**Run 1: routing congestion map**

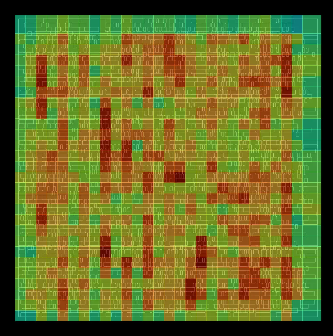
**Run 1: routed metal per tile**

Drawn at 2 px/µm. The die is cut into 40 by 40 equal tiles; white is low, dark blue is high, scaled to the fullest tile. Values are wire area over tile area, all layers added.
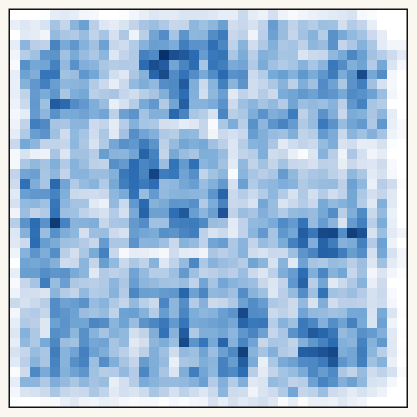
**Run 1: a small window of the routed layout**

Window x 84 to 114, y 44 to 74 µm. Cells in grey, sequential cells in the stronger grey; small squares are vias.
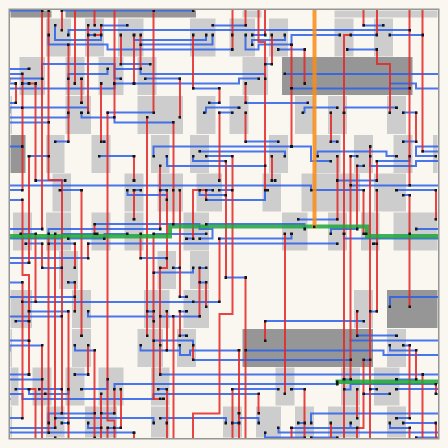
**Run 1: logic cells by family**

Drawn at 3 px/µm.
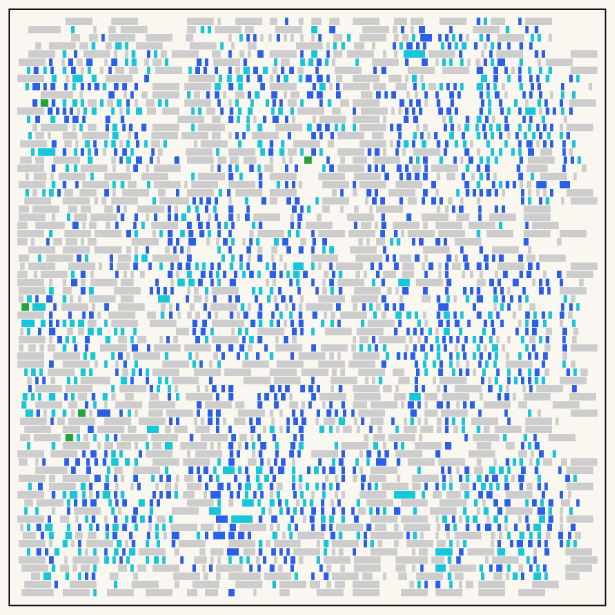
`src/rtl/button_conditioner.sv`:
```
// Five-button front end: synchronize, debounce, auto-repeat, and align the
// resulting press/repeat events to the game clock as one-period strobes.
module button_conditioner #(
  parameter int         DEBOUNCE_CYCLES = 1000000,
  parameter int         REPEAT_DELAY    = 50000000,
  parameter int         REPEAT_RATE     = 15000000,
  parameter logic [4:0] REPEAT_MASK     = 5'b01111
) (
  input  logic       full_clock,
  input  logic       Reset,
  input  logic [4:0] btn_raw,
  input  logic       game_clk,
  output logic [4:0] btn_pulse,
  output logic [4:0] btn_level
);

  localparam int MAX_A = (DEBOUNCE_CYCLES > REPEAT_DELAY) ? DEBOUNCE_CYCLES : REPEAT_DELAY;
  localparam int MAX_C = (MAX_A > REPEAT_RATE) ? MAX_A : REPEAT_RATE;
  localparam int CW    = $clog2(MAX_C + 1);

  localparam logic [CW-1:0] DB_LAST = CW'(DEBOUNCE_CYCLES - 1);
  localparam logic [CW-1:0] RD_LAST = CW'(REPEAT_DELAY - 1);
  localparam logic [CW-1:0] RR_LAST = CW'(REPEAT_RATE - 1);

  typedef enum logic [1:0] {
    IDLE        = 2'd0,
    HELD_DELAY  = 2'd1,
    HELD_REPEAT = 2'd2
  } state_t;

  logic [4:0]    raw_s1, raw_s2;
  logic          gclk_s1, gclk_s2, gclk_prev;
  logic          gclk_fall;
  logic [CW-1:0] db_cnt  [5];
  logic [CW-1:0] rep_cnt [5];
  state_t        btn_state [5];
  state_t        btn_state_nxt [5];
  logic [4:0]    evt, rep_clr, rep_inc;
  logic [4:0]    pending;

  always_ff @(posedge full_clock or posedge Reset) begin
    if (Reset) begin
      raw_s1    <= '0;
      raw_s2    <= '0;
      gclk_s1   <= 1'b0;
      gclk_s2   <= 1'b0;
      gclk_prev <= 1'b0;
    end else begin
      raw_s1    <= btn_raw;
      raw_s2    <= raw_s1;
      gclk_s1   <= game_clk;
      gclk_s2   <= gclk_s1;
      gclk_prev <= gclk_s2;
    end
  end

  assign gclk_fall = gclk_prev & ~gclk_s2;

  // Counter runs only while the input disagrees with the debounced level.
  always_ff @(posedge full_clock or posedge Reset) begin
    if (Reset) begin
      btn_level <= '0;
      for (int i = 0; i < 5; i++) db_cnt[i] <= '0;
    end else begin
      for (int i = 0; i < 5; i++) begin
        if (raw_s2[i] == btn_level[i]) begin
          db_cnt[i] <= '0;
        end else if (db_cnt[i] == DB_LAST) begin
          db_cnt[i]    <= '0;
          btn_level[i] <= ~btn_level[i];
        end else begin
          db_cnt[i] <= db_cnt[i] + CW'(1);
        end
      end
    end
  end

  always_ff @(posedge full_clock or posedge Reset) begin
    if (Reset) begin
      for (int i = 0; i < 5; i++) btn_state[i] <= IDLE;
    end else begin
      for (int i = 0; i < 5; i++) btn_state[i] <= btn_state_nxt[i];
    end
  end

  // The state itself remembers the level, so IDLE with level high is the rising edge.
  always_comb begin
    for (int i = 0; i < 5; i++) begin
      btn_state_nxt[i] = btn_state[i];
      case (btn_state[i])
        IDLE:        if (btn_level[i]) btn_state_nxt[i] = HELD_DELAY;
        HELD_DELAY:  if (!btn_level[i]) btn_state_nxt[i] = IDLE;
                     else if (REPEAT_MASK[i] && rep_cnt[i] == RD_LAST) btn_state_nxt[i] = HELD_REPEAT;
        HELD_REPEAT: if (!btn_level[i]) btn_state_nxt[i] = IDLE;
        default:     btn_state_nxt[i] = IDLE;
      endcase
    end
  end

  always_comb begin
    evt     = '0;
    rep_clr = '0;
    rep_inc = '0;
    for (int i = 0; i < 5; i++) begin
      case (btn_state[i])
        IDLE: begin
          if (btn_level[i]) begin
            evt[i]     = 1'b1;
            rep_clr[i] = 1'b1;
          end
        end
        HELD_DELAY: begin
          if (btn_level[i] && REPEAT_MASK[i]) begin
            if (rep_cnt[i] == RD_LAST) begin
              evt[i]     = 1'b1;
              rep_clr[i] = 1'b1;
            end else begin
              rep_inc[i] = 1'b1;
            end
          end
        end
        HELD_REPEAT: begin
          if (btn_level[i]) begin
            if (rep_cnt[i] == RR_LAST) begin
              evt[i]     = 1'b1;
              rep_clr[i] = 1'b1;
            end else begin
              rep_inc[i] = 1'b1;
            end
          end
        end
        default: ;
      endcase
    end
  end

  always_ff @(posedge full_clock or posedge Reset) begin
    if (Reset) begin
      for (int i = 0; i < 5; i++) rep_cnt[i] <= '0;
    end else begin
      for (int i = 0; i < 5; i++) begin
        if (rep_clr[i])      rep_cnt[i] <= '0;
        else if (rep_inc[i]) rep_cnt[i] <= rep_cnt[i] + CW'(1);
      end
    end
  end

  // An event landing on the falling-edge cycle survives into the next window.
  always_ff @(posedge full_clock or posedge Reset) begin
    if (Reset) begin
      pending   <= '0;
      btn_pulse <= '0;
    end else if (gclk_fall) begin
      btn_pulse <= pending;
      pending   <= evt;
    end else begin
      pending   <= pending | evt;
    end
  end

endmodule

```
`config.mk`:
```
export PLATFORM = sky130hd
export DESIGN_NAME = button_conditioner
export DESIGN_NICKNAME = d
export VERILOG_FILES = /design/src/rtl/button_conditioner.sv
export SDC_FILE = /design/constraint.sdc
export NUM_CORES = 1
export LEC_CHECK = 0
export ABC_AREA = 1
export CAP_MARGIN = 5
export CELL_PAD_IN_SITES_DETAIL_PLACEMENT = 1
export CELL_PAD_IN_SITES_GLOBAL_PLACEMENT = 1
export CORE_MARGIN = 2
export CORE_UTILIZATION = 45
export CTS_CLUSTER_DIAMETER = 30
export DETAILED_ROUTE_END_ITERATION = 8
export GPL_TIMING_DRIVEN = 0
export MAX_ROUTING_LAYER = met4
export PLACE_DENSITY_LB_ADDON = 0.1
export SLEW_MARGIN = 30
export SYNTH_ARGS = -nofsm -noshare
export SYNTH_HDL_FRONTEND = slang
export SYNTH_SLANG_ARGS = --single-unit
```
`constraint.sdc`:
```
create_clock -name full_clock -period 16.7 [get_ports full_clock]
set_input_delay 4.175 -clock full_clock [delete_from_list [all_inputs] [get_ports full_clock]]
set_output_delay 4.175 -clock full_clock [all_outputs]
set_load 0.02 [all_outputs]
```
==> out/qor.yml, run 1 <==
floorplan:
  ios: 18
  dieHeight_um: 198
  fp_util_pct: 45.4
  std_cell_rows: 71
  chipArea_um2: 39300
  die_w_um: 198
sta:
  hold_ws_ps: 350
  fin_crit_ps: 5950
  worstMarginPinSlew_ps: 616
  rsz0062_at_grt: "no"
  min_period_over_period_pct: 35.6
  setup_viol: 0
  hold_viol: 0
layout:
  layout.nets: 2597
  flop_area_um2: 6780
  flop-count: 271
  final_common_cell: "nand2_1"
  largest_class: "logic gates"
  seq_share_pct: 32.9
  largest_reg_flops: 130
  fin_area_um2: 20600
  inv_count: 331
  antenna_cells: 0
  nFillCells: 4802
  clock_buffers: 105
  clk_share_pct: 13.2
  nMultiInputCombCells: 1825
  reg_top3: "db_cnt: 130 flops, rep_cnt: 104 flops, btn_state: 9 flops"
  final_cell_mix: "nand2_1 (640), nor2_1 (474), inv_1 (315)"
  buf_share_pct: 2.55
  drive_above_1_share_pct: 9.70
placement:
  port-buffer-count: 17
  gp_congestion: 0.897
  place_area_um2: 17900
  dpl.hpwl_mm: 35.5
setup_path:
  endpoint_kind: "output pin"
  start_kind: "flip-flop"
  r2r_slack_ps: 14590
  path_cells: "clkdlybuf4s50_1"
  worstPathRequired_ps: 12520
  cp_top_family: "buffers and inverters"
  reg2reg_from: "db_cnt[104]"
  startpoint: "btn_level[0]"
  cp_slowest_cell: "clkdlybuf4s50_1"
  critical_path_depth: 1
  cp.arrival_ps: 1770
  r2r_end: "db_cnt[109]"
  path_class: "flip-flop to output pin"
  worst-r2r-cell-count: 6
  endpoint: "btn_level[0]"
synthesis:
  ys_sh_aoi_pct: 2.78
  synthCells: 2462
  common_cells: "nand2_1 (640), nor2_1 (474), inv_1 (316), dfrtp_1 (271), nand3_1 (261)"
  top_cell: "nand2_1"
  xor_area_share_pct: 4.38
  top_cell_area_share_pct: 39.9
  adder_share_pct: 1.92
  synth_area_um2: 17000
  ys_cells: 2462
  ff_type: "dfrtp_1"
  syn-num-nets: 2496
  post-synth-top-area-cell: "dfrtp_1"
  yosys.area_share.simple_pct: 41.9
  ys_seq_share_pct: 39.9
  ys_area_um2: 17000
  synth-edff-count: 0
  ys_warn_count: 0
  async_flop_share_pct: 100
  top_logic_kind: "simple AND/OR/NAND/NOR gates"
power:
  seqPwrFrac_pct: 30.2
  ir_worst_vdd_uv: 124
  clockPowerShare_pct: 68.3
  p_int_uw: 1730
  switchingPower_uw: 484
  p_leak_uw: 0.00971
  p_comb_uw: 33.7
  power-top-group: "the clock network"
  p_comb_share_pct: 1.5
drt:
  vias: 16300
  ant_nets: 0
  drc: 0
  drt_pass1_iterations: 7
  vias_per_cell: 5.20
  wirelength_met1_mm: 22.4
  drt-initial-drc-count: 760
  top_layer: "met4"
  wl_met3_mm: 1.57
  route.met2.wl_mm: 25.3
  routed_wl_mm: 50.5
worst_hold_path:
  min_path_type: "flip-flop to flip-flop"
  whs_endpoint: "gclk_s2"
  min_path_cells: 0
clocking:
  cts_root_buf: "clkbuf_16"
  cts.clk_slew.worst_paths_ps: 40
  tritoncts: "done"
  clock_latency_ps: 600
  cts_setup_buffers: 0
  htree_levels: 3
  cts_buffer_depth: 3
  clock_sinks: 271
flow_run:
  warnings: 38
global_routing:
  grt_pass1_vias: 17700
  antenna_found_initial: 0
  grt_pass1_wl_mm: 86.6
status:
  status: "completed"
Back to the opening pictures, 'routing congestion map':
met1 usage: 33.3%
Avg WL per Cell: 16.1 µm
Global Route Usage Sum: 27.9%
gr busiest metal: met2

Back to the opening pictures, 'routed metal per tile':
mean over tiles: 0.20
nearly empty tiles: 3.6%
fullest tile: 0.52
tiles over half the peak: 28%

Back to the opening pictures, 'a small window of the routed layout':
legend:
  blue:
    layer: metal 1
  green:
    layer: metal 3
  red:
    layer: metal 2
  orange:
    layer: metal 4
most frequent: nand2_1 (26), nand3_1 (16), inv_1 (12)
sequential cells in the window: 2
netlist names of flops here include: rep_cnt (2)
cells with their middle in the window: 73

Back to the opening pictures, 'logic cells by family':
legend:
  blue:
    family: nand cells
    cells: 973
    where: all over the die
  cyan:
    family: nor cells
    cells: 625
    where: all over the die
  green:
    family: non-inverting ao/oa cells
    cells: 5

==> run 1 -> run 2 <==
==> constraint.sdc (replaced) <==
create_clock -name full_clock -period 5.55 [get_ports full_clock]
set_input_delay 1.3875 -clock full_clock [delete_from_list [all_inputs] [get_ports full_clock]]
set_output_delay 1.3875 -clock full_clock [all_outputs]
set_load 0.02 [all_outputs]
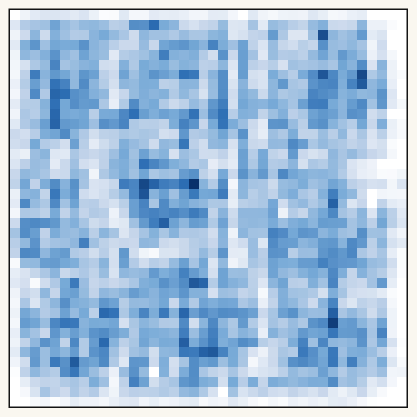
**Above:** run 2 (routed metal per tile).
Drawn at 2 px/µm. The die is cut into 40 by 40 equal tiles; white is low, dark blue is high, scaled to the fullest tile. Values are wire area over tile area, all layers added.
Global Route Usage Sum: 28.2%
total wire length: 51.3 mm

==> run 2 against run 1 <==
Final area grew 0.69%. Largest power group unchanged. Worst setup slack lost 8500 ps. Clock power grew to 3.0 times the previous value. First-iteration DRC count shrank 16%. Via count grew 0.31%. Highest routed layer unchanged. Clock skew shrank 2.5 ps. Worst hold slack lost 3.3 ps.
==> out/qor.yml, run 2 <==
layout:
  drive_above_1_share_pct: 9.78  # was 9.70%
  final_cell_mix: "nand2_1 (640), nor2_1 (474), inv_1 (315)"  # unchanged
  reg_top3: "db_cnt: 130 flops, rep_cnt: 104 flops, btn_state: 9 flops"  # unchanged
  flop_area_um2: 6780  # unchanged
  layout.nets: 2600  # was 2597
  final_common_cell: "nand2_1"  # unchanged
  nFillCells: 4779  # was 4802
  inv_count: 331  # unchanged
  seq_share_pct: 32.7  # was 32.9%
  fin_area_um2: 20800  # was 20600 µm²
  antenna_cells: 0  # unchanged
  buf_share_pct: 3.30  # was 2.55%
  flop-count: 271  # unchanged
clocking:
  clock_latency_ps: 590  # was 600 ps
  htree_levels: 3  # unchanged
  tritoncts: "done"  # unchanged
  clock_sinks: 271  # unchanged
  cts.clk_slew.worst_paths_ps: 40  # about the same
  cts_buffer_depth: 3  # unchanged
drt:
  drc: 0  # unchanged
  top_layer: "met4"  # unchanged
  vias_per_cell: 5.22  # was 5.20
  ant_nets: 0  # unchanged
  wirelength_met1_mm: 23.0  # was 22.4 mm
  drt-initial-drc-count: 642  # was 760
  wl_met3_mm: 1.37  # was 1.57 mm
  vias: 16400  # was 16300
floorplan:
  die_w_um: 198  # unchanged
  ios: 18  # unchanged
  dieHeight_um: 198  # unchanged
  std_cell_rows: 71  # unchanged
  fp_util_pct: 45.4  # unchanged
placement:
  place_area_um2: 18000  # was 17900 µm²
  port-buffer-count: 17  # unchanged
  dpl.hpwl_mm: 36.6  # was 35.5 mm
  gp_congestion: 0.906  # was 0.897
sta:
  setup_viol: 0  # unchanged
  worstMarginPinSlew_ps: 595  # was 616 ps
  min_period_over_period_pct: 58.6
  hold_ws_ps: 347  # was 350 ps
  hold_viol: 0  # unchanged
flow_run:
  warnings: 38  # unchanged
setup_path:
  r2r_end: "rep_cnt[41]"  # was db_cnt[109]
  cp_top_family: "buffers and inverters"  # unchanged
  cp.arrival_ps: 1870  # was 1770 ps
  cp_slowest_cell: "clkdlybuf4s50_1"  # unchanged
  endpoint: "btn_level[2]"  # was btn_level[0]
  start_kind: "flip-flop"  # unchanged
  path_class: "flip-flop to output pin"  # unchanged
  worst-r2r-cell-count: 12  # was 6
  startpoint: "btn_level[2]"  # was btn_level[0]
  path_cells: "clkdlybuf4s50_1"  # unchanged
  worstPathRequired_ps: 4160  # was 12520 ps
synthesis:
  ys_cells: 2462  # unchanged
  top_cell_area_share_pct: 39.9  # unchanged
  ys_seq_share_pct: 39.9  # unchanged
  yosys.area_share.simple_pct: 41.9  # unchanged
  synth_area_um2: 17000  # unchanged
  ys_sh_aoi_pct: 2.78  # unchanged
  ff_type: "dfrtp_1"  # unchanged
  top_cell: "nand2_1"  # unchanged
  ys_warn_count: 0  # unchanged
  adder_share_pct: 1.92  # unchanged
  ys_area_um2: 17000  # unchanged
  async_flop_share_pct: 100  # unchanged
  syn-num-nets: 2496  # unchanged
  post-synth-top-area-cell: "dfrtp_1"  # unchanged
  top_logic_kind: "simple AND/OR/NAND/NOR gates"  # unchanged
status:
  status: "completed"  # unchanged
global_routing:
  busiest_layer: "met2"  # unchanged
  antenna_found_initial: 0  # unchanged
  gr-usage-met1_pct: 33.8  # was 33.3%
  grt_pass1_vias: 17900  # was 17700
power:
  p_comb_share_pct: 1.7  # was 1.5%
  p_leak_uw: 0.00977  # was 0.00971 µW
  p_int_uw: 5260  # was 1730 µW
  power-top-group: "the clock network"  # unchanged
  p_comb_uw: 115  # was 33.7 µW
  clockPowerShare_pct: 68.2  # was 68.3%
  ir_worst_vdd_uv: 283  # was 124 µV
worst_hold_path:
  min_path_cells: 0  # unchanged
  whs_endpoint: "raw_s2[2]"  # was gclk_s2
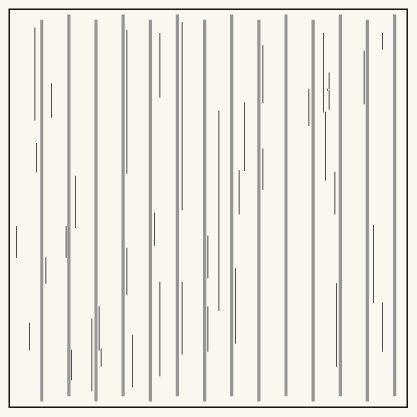
**Above:** run 2 (M4 wires).
Drawn at 2 px/µm. Supply wires on this layer in grey.
wire length on this layer: 1140 µm
longest straight run: 100 µm
share of all routed wire: 2.2%

No activity file was given, so power comes from the tool's default toggle rates.
